==> config.mk <==
export PLATFORM = sky130hd
export DESIGN_NAME = imem_loader
export DESIGN_NICKNAME = d
export VERILOG_FILES = /design/src/rtl/imem_loader.sv
export SDC_FILE = /design/constraint.sdc
export NUM_CORES = 1
export LEC_CHECK = 0
export CAP_MARGIN = 40
export CELL_PAD_IN_SITES_DETAIL_PLACEMENT = 0
export CELL_PAD_IN_SITES_GLOBAL_PLACEMENT = 1
export CORE_ASPECT_RATIO = 1.5
export CORE_MARGIN = 2
export CORE_UTILIZATION = 30
export DETAILED_ROUTE_END_ITERATION = 8
export PLACE_DENSITY_LB_ADDON = 0.12
export SKIP_LAST_GASP = 1
export SLEW_MARGIN = 5
export SYNTH_ARGS = -nofsm -noshare
export SYNTH_HDL_FRONTEND = slang
export SYNTH_SLANG_ARGS = --single-unit
==> constraint.sdc <==
create_clock -name clk -period 2.16 [get_ports clk]
set_input_delay 0.432 -clock clk [delete_from_list [all_inputs] [get_ports clk]]
set_output_delay 0.432 -clock clk [all_outputs]
set_load 0.005 [all_outputs]
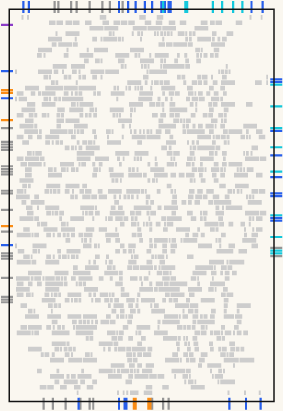
*Ports around the boundary*
(2 px per um) Pins as bars across the die edge, other pins in grey.
Orange is rx_data, pins 8, direction input, edge 4 bottom, 4 left. Cyan is words_loaded, pins 16, direction output, edge 9 right, 7 top. Blue is mem_addr, pins 32, direction output, edge 13 top, 9 right, 7 bottom, 3 left. Purple is clk, pins 1, direction input, edge left.
All pins by edge: 28 left, 28 top, 20 bottom, 20 right.
die width: 132 um
chip height: 195 um

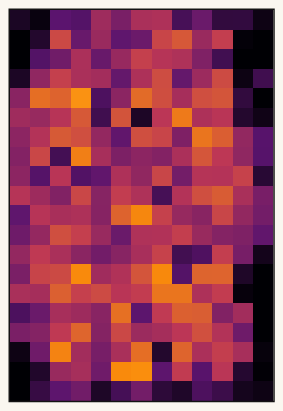
*Placement density heat map*
(2 px per um) 13 x 20 tiles, from black (low) to pale yellow (high), 0 to 100% covered.
0.80% of the tiles are over 75% full. The mean over all tiles is 38%. 6.2% of the tiles are nearly empty.
Starting Density: 30.3%
Core Region: 0.0242 sq mm
utilization after layout: 41.9%

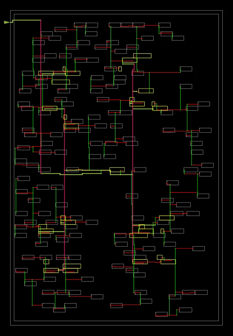
*Clock nets*
CLK BUF: 19
Clock Power: 3.18 mW
Flops: 147

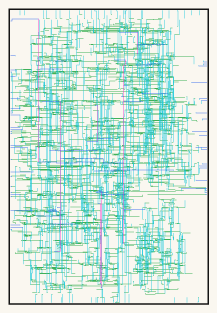
*Routed metal, one colour a layer*
(1.5 px per um)
Magenta is M4, wire length 475 um. Cyan is M2, wire length 11000 um. Blue is M3, wire length 657 um. Green is M1, wire length 9610 um.
WL/cell: 15.4 um
WL final: 21700 um
GRT Util Overall: 17.0%
detailed-route via count: 6764

==> results.py <==
# Generated from Yosys and OpenROAD reports
metrics = {
    "min_path": {
        "whs_path_depth": 1,
        "hp-class": "flip-flop to flip-flop",
    },
    "synthesis": {
        "syn_area_sq_mm": 0.00733,
        "ys_types": 71,
        "ys_sh_adder_pct": 2.83,
        "ys_cells": 908,
        "yosysWarnings": 0,
        "avgSynthCellArea_sq_um": 8.07,
        "mux_share_pct": 0.563,
        "async_flop_share_pct": 0,
        "netlist_top_cells_count": "dfxtp_1, a21oi_1, nor2_1, nand2_1, a211oi_1",
        "logic_family": "simple AND/OR/NAND/NOR gates",
        "ys_sh_simple_pct": 24.4,
        "numSynthFlops": 147,
        "syn_inst": 908,
        "synth-edff-count": 0,
        "synth_seq_share_pct": 40.2,
        "most_common_cell": "dfxtp_1",
        "yosys.area.top_type": "dfxtp_1",
        "ys_sh_aoi_pct": 20.7,
        "synth_top_area_share_pct": 40.2,
        "yosys_area_sq_mm": 0.00733,
        "topCellsByArea": "dfxtp_1, a21oi_1, nor2_1",
        "ys_sh_xor_pct": 4.78,
        "ys.flop_type": "dfxtp_1",
    },
    "layout": {
        "inv_count": 12,
        "buffers_excl_clock": 215,
        "fillers": 2510,
        "drive_above_1_share_pct": 21.2,
        "logic_gate_count": 681,
        "comb_share_pct": 40.9,
        "largest_class": "logic gates",
        "fin_cells": 1411,
        "n_antenna_cell": 0,
        "seqCellArea_sq_mm": 0.00296,
        "final_cell_area_sq_mm": 0.0101,
        "seq-cell-share_pct": 29.2,
        "layout_top_cells": "dfxtp_1, buf_4, a21oi_1, nor2_1, nand2_1",
        "nets": 1101,
        "syn2layout_area_growth_pct": 38.2,
        "clock_area_share_pct": 6.16,
        "lay_top_count": "dfxtp_1",
        "buf_share_pct": 19.3,
        "logic_area_sq_mm": 0.00414,
    },
    "pwr": {
        "seq_cell_power_mw": 2.83,
        "switchingPower_mw": 1.84,
        "intPower_mw": 5.15,
        "p_leak_nw": 3.79,
        "comb_power_share_pct": 14.0,
        "comb_power_mw": 0.976,
        "power_leader": "clock",
        "clock_power_share_pct": 45.5,
        "ir_drop_mv": 0.595,
        "switching_share_pct": 26.3,
        "power.share.sequential_pct": 40.5,
        "power-per-cell-area_mw_per_mm2": 690,
        "finalPower_mw": 6.99,
    },
    "global_routing": {
        "grt_pass1_wl_um": 34700,
        "grt-busiest-layer": "met2",
        "antenna_found_initial": 0,
        "use_met3_pct": 2.70,
        "grt-ovfl-total": 0,
        "gr-usage-met1_pct": 20.3,
        "grt_pass1_vias": 6526,
        "grt_max_degree": 69,
        "grt.met2_usage_pct": 30.0,
    },
    "timing": {
        "rsz0062_at_grt": "true",
        "slew_violations": 0,
        "fin_skew_ns": 0.0106,
        "fin_setup_tns_ns": 0,
        "hold_viol": 0,
        "clock.fmax_mhz": 482,
        "setup_viol_count_final": 0,
        "period_minus_slack_ns": 2.08,
        "holdWs_ns": 0.421,
        "fin_ws_ns": 0.0835,
        "fin_crit_sh_pct": 96.1,
    },
    "floorplan": {
        "nWellTaps": 324,
        "rows": 70,
        "io_pins": 96,
        "dieArea_sq_mm": 0.0257,
    },
    "detailed_routing": {
        "wl_met3_um": 656,
        "met1Wirelength_um": 9610,
        "drtPass1Iterations": 4,
        "drt-initial-drc-count": 276,
        "via_per_inst": 4.79,
        "final_antenna_net_count": 0,
        "drc": 0,
        "dr_wl_met2_um": 11000,
        "top_layer": "met4",
    },
    "outcome": {
        "status": "finished, final reports clean",
    },
    "critical_path": {
        "path_cells": "ha_1, a21o_1, a21oi_2, o21bai_2, a2111oi_2, nor3_1, a2111o_1, nand3_1",
        "required_ns": 2.53,
        "reg2reg_slack_ns": 0.08,
        "critPathMaxStageDelay_ns": 0.40,
        "critical_path_class": "flip-flop to flip-flop",
        "path_delay_family": "AND-OR/OR-AND gates",
        "crit_buf_inv": 0,
        "rr_worst_depth": 8,
        "startpoint_type": "flip-flop",
        "crit_arrival_ns": 2.45,
        "path_depth": 8,
        "crit_path_top_delay_cell": "a2111o_1",
        "crit_path_max_fanout": 2,
        "end_kind": "flip-flop",
    },
    "cts": {
        "cts.htree.levels": 4,
        "clkLatencyLatePin_ns": 0.44,
        "cts-root-buf": "clkbuf_16",
        "postCtsHoldBufs": 0,
        "postCtsSetupRepairBufs": 3,
        "numCtsBuffers": 17,
        "cts_tree": "built",
        "cts_resized": 16,
        "cts_sinks": 147,
        "cts-root-to-sink-buffers": 2,
    },
    "place": {
        "placed_area_sq_mm": 0.00920,
        "place_hpwl_um": 15400,
        "dp_cells": 1369,
        "pre_cts_slack_ns": -0.589,
        "io_buffers": 79,
        "place_congestion": 0.768,
    },
    "flow_run": {
        "cap_violations": 0,
        "tool_warnings": 32,
    },
}
No activity file was given, so power comes from the tool's default toggle rates.
